File: config.mk
export PLATFORM = sky130hd
export DESIGN_NAME = lc3_mmio_bridge_flat
export DESIGN_NICKNAME = d
export VERILOG_FILES = /design/src/rtl/lc3_mmio_bridge_if.sv /design/src/rtl/lc3_mmio_bridge.sv /design/src/flat_wrapper.sv
export SDC_FILE = /design/constraint.sdc
export NUM_CORES = 1
export LEC_CHECK = 0
export CORE_MARGIN = 2
export CORE_UTILIZATION = 35
export DETAILED_ROUTE_END_ITERATION = 8
export PLACE_DENSITY = 0.81
export SYNTH_ARGS = -nofsm -noshare
export SYNTH_HDL_FRONTEND = slang
export SYNTH_SLANG_ARGS = --single-unit
File: constraint.sdc
create_clock -name clk -period 2.2 [get_ports clk]
set_input_delay 0.33 -clock clk [delete_from_list [all_inputs] [get_ports clk]]
set_output_delay 0.33 -clock clk [all_outputs]
set_load 0.01 [all_outputs]
File: src/rtl/lc3_mmio_bridge_if.sv
// Bundle of the CPU bus, RAM port, keyboard source and display sink for the LC-3 MMIO bridge.
// Purely combinational wiring, so it adds no latency of its own.
// Flow control is carried by kb_valid/kb_ready and dd_valid/dd_ready.
interface lc3_mmio_bridge_if;
  // CPU side
  logic [15:0] addr;
  logic [15:0] dataWrite;
  logic        dataWrEn;
  logic        rdEn;
  logic [15:0] dataRead;
  // RAM side
  logic [15:0] mem_addr;
  logic [15:0] mem_wdata;
  logic        mem_we;
  logic [15:0] mem_rdata;
  // Keyboard source
  logic        kb_valid;
  logic [7:0]  kb_data;
  logic        kb_ready;
  // Display sink
  logic        dd_valid;
  logic [7:0]  dd_data;
  logic        dd_ready;

  // The environment side: CPU, RAM model, keyboard and display
  modport master (
    output addr, dataWrite, dataWrEn, rdEn, mem_rdata, kb_valid, kb_data, dd_ready,
    input  dataRead, mem_addr, mem_wdata, mem_we, kb_ready, dd_valid, dd_data
  );

  // The bridge side
  modport slave (
    input  addr, dataWrite, dataWrEn, rdEn, mem_rdata, kb_valid, kb_data, dd_ready,
    output dataRead, mem_addr, mem_wdata, mem_we, kb_ready, dd_valid, dd_data
  );
endinterface

File: src/rtl/lc3_mmio_bridge.sv
// LC-3 memory-mapped I/O bridge: decodes KBSR/KBDR/DSR/DDR, passes all other addresses to RAM.
// Latency: reads and RAM strobes are combinational; a keyboard byte or display push is visible after one edge.
// Backpressure: kb_ready drops while a keyboard byte is held; display writes to a full FIFO are dropped and flagged as overflow.
module lc3_mmio_bridge #(
  parameter int          DD_DEPTH  = 4,
  parameter logic [15:0] KBSR_ADDR = 16'hFE00
) (
  input logic              clk,
  input logic              rst,
  lc3_mmio_bridge_if.slave bus
);

  localparam logic [15:0] KBDR_ADDR = 16'hFE02;
  localparam logic [15:0] DSR_ADDR  = 16'hFE04;
  localparam logic [15:0] DDR_ADDR  = 16'hFE06;
  localparam int          PW        = (DD_DEPTH > 2) ? $clog2(DD_DEPTH) : 1;
  localparam logic [PW:0] DEPTH_C   = (PW + 1)'(DD_DEPTH);

  // Keyboard holding register
  logic       kb_full_q, kb_full_d;
  logic [7:0] kb_byte_q, kb_byte_d;

  // Display FIFO: circular buffer, pointers wrap naturally because depth is a power of two
  logic [PW-1:0] rd_ptr_q, rd_ptr_d;
  logic [PW-1:0] wr_ptr_q, wr_ptr_d;
  logic [PW:0]   count_q, count_d;
  logic [7:0]    fifo_q [DD_DEPTH];
  logic [7:0]    fifo_d [DD_DEPTH];

  // Sticky display overflow flag
  logic ovf_q, ovf_d;

  logic io_hit;
  logic hit_kbsr, hit_kbdr, hit_dsr, hit_ddr;
  logic dd_full, dd_empty;
  logic push, pop, ddr_wr;

  // Address decode and FIFO status from registered state only
  always_comb begin
    hit_kbsr = (bus.addr == KBSR_ADDR);
    hit_kbdr = (bus.addr == KBDR_ADDR);
    hit_dsr  = (bus.addr == DSR_ADDR);
    hit_ddr  = (bus.addr == DDR_ADDR);
    io_hit   = hit_kbsr | hit_kbdr | hit_dsr | hit_ddr;
    dd_full  = (count_q == DEPTH_C);
    dd_empty = (count_q == '0);
    ddr_wr   = bus.dataWrEn & hit_ddr;
    push     = ddr_wr & ~dd_full;
    pop      = ~dd_empty & bus.dd_ready;
  end

  // RAM pass-through, handshake outputs and CPU read mux
  always_comb begin
    bus.mem_addr  = bus.addr;
    bus.mem_wdata = bus.dataWrite;
    bus.mem_we    = bus.dataWrEn & ~io_hit;
    bus.kb_ready  = ~kb_full_q;
    bus.dd_valid  = ~dd_empty;
    bus.dd_data   = dd_empty ? 8'h00 : fifo_q[rd_ptr_q];
    if (hit_kbsr)      bus.dataRead = {kb_full_q, 15'b0};
    else if (hit_kbdr) bus.dataRead = {8'h00, kb_byte_q};
    else if (hit_dsr)  bus.dataRead = {~dd_full, 14'b0, ovf_q};
    else if (hit_ddr)  bus.dataRead = 16'h0000;
    else               bus.dataRead = bus.mem_rdata;
  end

  // Next-state: keyboard capture/consume, FIFO push/pop, overflow set/clear
  always_comb begin
    kb_full_d = kb_full_q;
    kb_byte_d = kb_byte_q;
    rd_ptr_d  = rd_ptr_q;
    wr_ptr_d  = wr_ptr_q;
    count_d   = count_q;
    fifo_d    = fifo_q;
    ovf_d     = ovf_q;

    // Consume only matters when full; capture only happens when empty, so they never collide
    if (bus.rdEn && hit_kbdr) kb_full_d = 1'b0;
    if (bus.kb_valid && !kb_full_q) begin
      kb_byte_d = bus.kb_data;
      kb_full_d = 1'b1;
    end

    if (push) begin
      fifo_d[wr_ptr_q] = bus.dataWrite[7:0];
      wr_ptr_d         = wr_ptr_q + 1'b1;
    end
    if (pop) rd_ptr_d = rd_ptr_q + 1'b1;
    case ({push, pop})
      2'b10:   count_d = count_q + 1'b1;
      2'b01:   count_d = count_q - 1'b1;
      default: count_d = count_q;
    endcase

    // Overflow is judged against the registered full flag, and beats a same-cycle clear
    if (bus.dataWrEn && hit_dsr && bus.dataWrite[0]) ovf_d = 1'b0;
    if (ddr_wr && dd_full) ovf_d = 1'b1;
  end

  // Control state with asynchronous active-low reset
  always_ff @(posedge clk or negedge rst) begin
    if (!rst) begin
      kb_full_q <= 1'b0;
      kb_byte_q <= 8'h00;
      rd_ptr_q  <= '0;
      wr_ptr_q  <= '0;
      count_q   <= '0;
      ovf_q     <= 1'b0;
    end else begin
      kb_full_q <= kb_full_d;
      kb_byte_q <= kb_byte_d;
      rd_ptr_q  <= rd_ptr_d;
      wr_ptr_q  <= wr_ptr_d;
      count_q   <= count_d;
      ovf_q     <= ovf_d;
    end
  end

  // FIFO storage; contents are don't-care while the pointers mark it empty
  always_ff @(posedge clk) begin
    fifo_q <= fifo_d;
  end

endmodule

File: src/flat_wrapper.sv
// flat-port wrapper written by rule: the top's interface ports become plain ports
module lc3_mmio_bridge_flat 
#(
  parameter int          DD_DEPTH  = 4,
  parameter logic [15:0] KBSR_ADDR = 16'hFE00
)
  (clk, rst, bus_addr, bus_dataWrite, bus_dataWrEn, bus_rdEn, bus_mem_rdata, bus_kb_valid, bus_kb_data, bus_dd_ready, bus_dataRead, bus_mem_addr, bus_mem_wdata, bus_mem_we, bus_kb_ready, bus_dd_valid, bus_dd_data);
  lc3_mmio_bridge_if bus_i ();
  input logic clk;
  input logic rst;
  input wire logic [$bits(bus_i.addr)-1:0] bus_addr;
  input wire logic [$bits(bus_i.dataWrite)-1:0] bus_dataWrite;
  input wire logic [$bits(bus_i.dataWrEn)-1:0] bus_dataWrEn;
  input wire logic [$bits(bus_i.rdEn)-1:0] bus_rdEn;
  input wire logic [$bits(bus_i.mem_rdata)-1:0] bus_mem_rdata;
  input wire logic [$bits(bus_i.kb_valid)-1:0] bus_kb_valid;
  input wire logic [$bits(bus_i.kb_data)-1:0] bus_kb_data;
  input wire logic [$bits(bus_i.dd_ready)-1:0] bus_dd_ready;
  output wire logic [$bits(bus_i.dataRead)-1:0] bus_dataRead;
  output wire logic [$bits(bus_i.mem_addr)-1:0] bus_mem_addr;
  output wire logic [$bits(bus_i.mem_wdata)-1:0] bus_mem_wdata;
  output wire logic [$bits(bus_i.mem_we)-1:0] bus_mem_we;
  output wire logic [$bits(bus_i.kb_ready)-1:0] bus_kb_ready;
  output wire logic [$bits(bus_i.dd_valid)-1:0] bus_dd_valid;
  output wire logic [$bits(bus_i.dd_data)-1:0] bus_dd_data;
  assign bus_i.addr = bus_addr;
  assign bus_i.dataWrite = bus_dataWrite;
  assign bus_i.dataWrEn = bus_dataWrEn;
  assign bus_i.rdEn = bus_rdEn;
  assign bus_i.mem_rdata = bus_mem_rdata;
  assign bus_i.kb_valid = bus_kb_valid;
  assign bus_i.kb_data = bus_kb_data;
  assign bus_i.dd_ready = bus_dd_ready;
  assign bus_dataRead = bus_i.dataRead;
  assign bus_mem_addr = bus_i.mem_addr;
  assign bus_mem_wdata = bus_i.mem_wdata;
  assign bus_mem_we = bus_i.mem_we;
  assign bus_kb_ready = bus_i.kb_ready;
  assign bus_dd_valid = bus_i.dd_valid;
  assign bus_dd_data = bus_i.dd_data;
  lc3_mmio_bridge #(.DD_DEPTH(DD_DEPTH), .KBSR_ADDR(KBSR_ADDR)) u_core (.clk(clk), .rst(rst), .bus(bus_i));
endmodule
==> impl_metrics.py <==
# Physical implementation metrics
metrics = {
    "logic_synthesis": {
        "ys_ff": 49,
        "yosysCellCount": 198,
        "synth-main-ff-cell": "edfxtp_1",
        "synthCells": 198,
        "synth.yosys.seq_area_share": 0.545,
    },
    "setup_path": {
        "timing.critical_path.cells": "buf_6 -> or4_4 -> nor4b_4 -> buf_4 -> buf_6 -> buf_6 -> and4_4 -> inv_2 -> ha_4 -> inv_2 -> fa_2 -> xor2_1 -> nor2_1 -> xor2_1",
        "critical_path_required_time_ns": 2.39,
        "path_delay_family": "simple AND/OR/NAND/NOR gates",
        "worstPathMaxFanout": 4,
        "crit_path_end_kind": "flop",
        "timing_worst_setup_path_type": "primary input to flop",
        "timing.critical_path.slowest_stage_cell": "or4_4",
        "crit_cells": 14,
        "critical_path.startpoint_type": "primary input",
        "worst_r2r_startpoint": "u_core.count_q[0]",
    },
    "timing": {
        "max_freq_mhz": 412,
        "clock-skew-final_ns": 0.00598,
        "timing_hold_violations_final": 0,
        "timing.max_slew.rel_slack": 0.725,
        "holdWs_ns": 0.349,
        "setup_slack_after_layout_ns": -0.227,
        "setup_viol": 38,
        "total_negative_setup_slacks_ns": -1.94,
    },
    "outcome": {
        "run_status": "finished, violations left",
        "failing_checks": "negative setup slack",
    },
    "detailed_routing": {
        "drt_first_pass_iters": 4,
        "via_count": 1841,
        "number_of_design_rule_violations_left_by_the_first_detailed_router_iteration": 72,
        "drc": 0,
        "post_drt_via_cell_ratio": 4.50,
    },
    "pwr": {
        "max-vdd-ir-drop_v": 0.000284,
        "p_per_area_nw_per_um2": 723,
        "power.leakage_nw": 1.63,
    },
    "placed_design": {
        "preCtsSetupSlack_ns": -0.742,
        "routabilityCongestion": 0.844,
        "hpwlAfterDp_um": 4330,
        "placement.io_buffers": 104,
        "post-place-cells": 388,
    },
    "clocking": {
        "cts_tree": "done",
        "cts.path.max_buffers": 2,
        "clkLatencyLatePin_ns": 0.30,
        "clock_tree.root_cell": "clkbuf_8",
    },
    "floorplanning": {
        "die_area_sq_um": 7960,
    },
    "layout": {
        "antenna_cells": 0,
    },
    "grt": {
        "grt_pass1_vias": 1880,
        "grt_start_max_net_pins": 18,
    },
    "run": {
        "cap_viol_max_count": 0,
    },
}
[Yosys cell counts (2+ instances only)]
cell type	instances	share of area
clkbuf_1	4	0.0059
o21ai_0	7	0.014
nor2b_1	10	0.025
nand2_1	3	0.0044
inv_1	16	0.024
and2_1	14	0.034
buf_4	34	0.10
dfrtp_1	17	0.17
a21oi_1	2	0.0039
buf_2	2	0.0039
mux2_2	8	0.035
nand4_1	2	0.0049
ha_1	5	0.025
xnor2_1	3	0.010
mux4_2	8	0.071
edfxtp_1	32	0.38
nor2_1	6	0.0089
nand3_1	8	0.016
xor2_1	3	0.010
[area by class of cell]
cell class | count | area (sq um)
Clock inverter | 3 | 68.8
Tap cell | 99 | 124
Fill cell | 604 | 3240
Clock buffer | 5 | 68.8
Inverter | 16 | 60.1
Multi-Input combinational cell | 92 | 868
Sequential cell | 49 | 1390
Timing Repair Buffer | 145 | 1320
[where the power goes]
part           switching, mW  internal [mW]  leakage (nW)
sequential            0.0873           1.05         0.490
combinational          0.366          0.563          1.07
clock                  0.296          0.457        0.0687
[repair_timing]
action	in CTS	in global routing
hold buffers	0	0
setup buffers	16	5
pin swaps	11	7
endpoints found under the setup margin	61	54
cloned	1	0
gates resized	129	13
[routing by layer]
metal / GRT usage / part of all wire / vias up
met2: 0.262 / 0.56 / 62
met4: 0.0583 / 0.012 / 0
met3: 0.0203 / 0.046 / 6
li1: - / - / 875
met5: 0 / 0 / -
met1: 0.176 / 0.38 / 898
[kinds of logic after synthesis]
logic type | Yosys count | synth area share
flip-flops | 49 | 0.545
AND-OR/OR-AND | 14 | 0.0325
adder cells (fa/ha/maj) | 6 | 0.0325
buffers and inverters | 57 | 0.138
multiplexers | 18 | 0.115
XOR/XNOR | 6 | 0.0207
AND/OR/NAND/NOR | 48 | 0.116
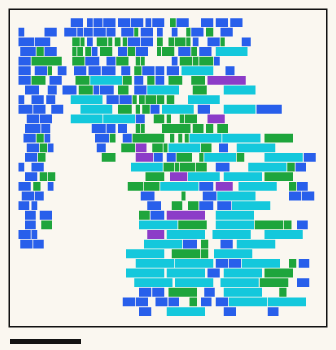
(images/cell_classes.png)
Bar = 20 um.
| colour | class | cells |
|---|---|---|
| cyan | flip-flops | 49 |
| purple | clock drivers and dummy loads | 8 |
| blue | other buffers and delay cells | 145 |
| green | all other logic | 108 |
Non-Filler Cell Area, Final: 3900 sq um
final core utilization: 0.546
flop share of the area: 0.356

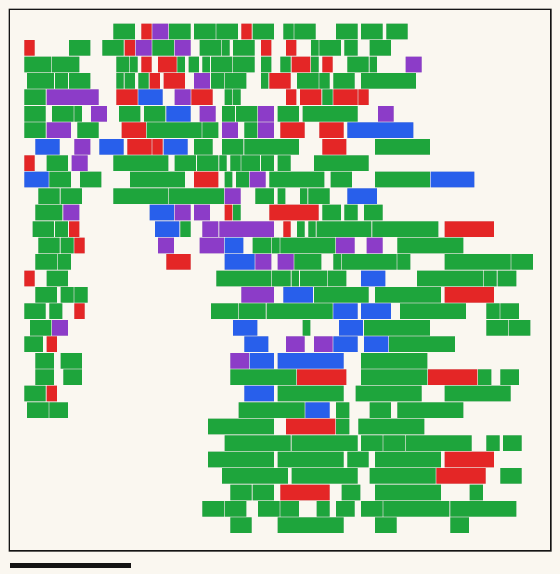
(images/drive_strength.png)
Bar = 20 um.
| colour | size | cells | share |
|---|---|---|---|
| blue | drive 6 and up | 26 | 8.4% |
| green | drive 1 or less | 205 | 66% |
| red | drive 2 | 45 | 15% |
| purple | drive 3 to 4 | 34 | 11% |
setup slack after layout: -0.227 ns
area added between synthesis and finish: 53.2%
Repair and plain buffers: 145

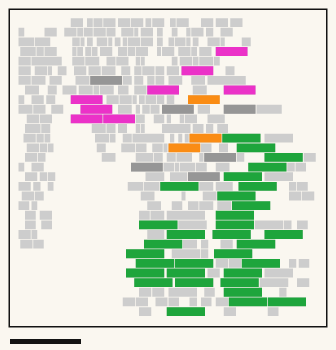
(images/registers.png)
Bar = 20 um. Other sequential cells in the stronger grey, the rest of the logic in the fainter grey.
| colour | signal | placed flops |
|---|---|---|
| orange | u_core.count_q | 3 |
| magenta | u_core.kb_byte_q | 8 |
| green | u_core.fifo_q | 32 |
not coloured: 6
area used by sequential logic in the layout: 1390 sq um
power in sequential cells: 1.14 mW

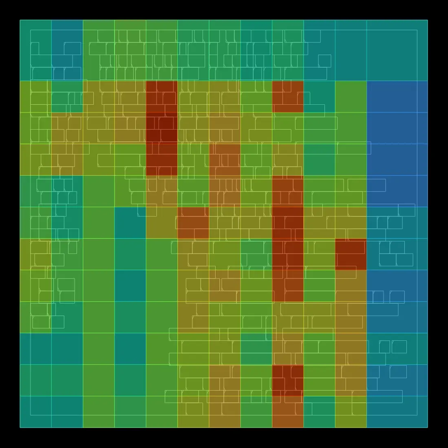
(images/final_congestion.png)
GRT met3 Usage: 0.0203
most heavily used metal layer in global routing: met2
all-layer global routing usage: 0.146

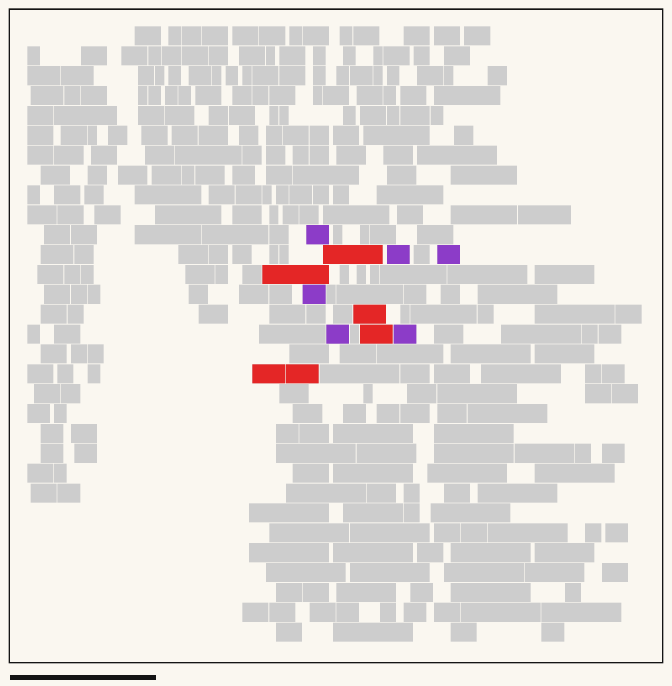
(images/gate_families.png)
Bar = 20 um.
| colour | family | cells | where |
|---|---|---|---|
| purple | XOR/XNOR gates | 6 | centre |
| red | adder and majority cells | 6 | centre |
logic share of the area: 0.223
most instantiated logic cell after routing: clkdlybuf4s50_1

Power and IR drop assume default switching activity.
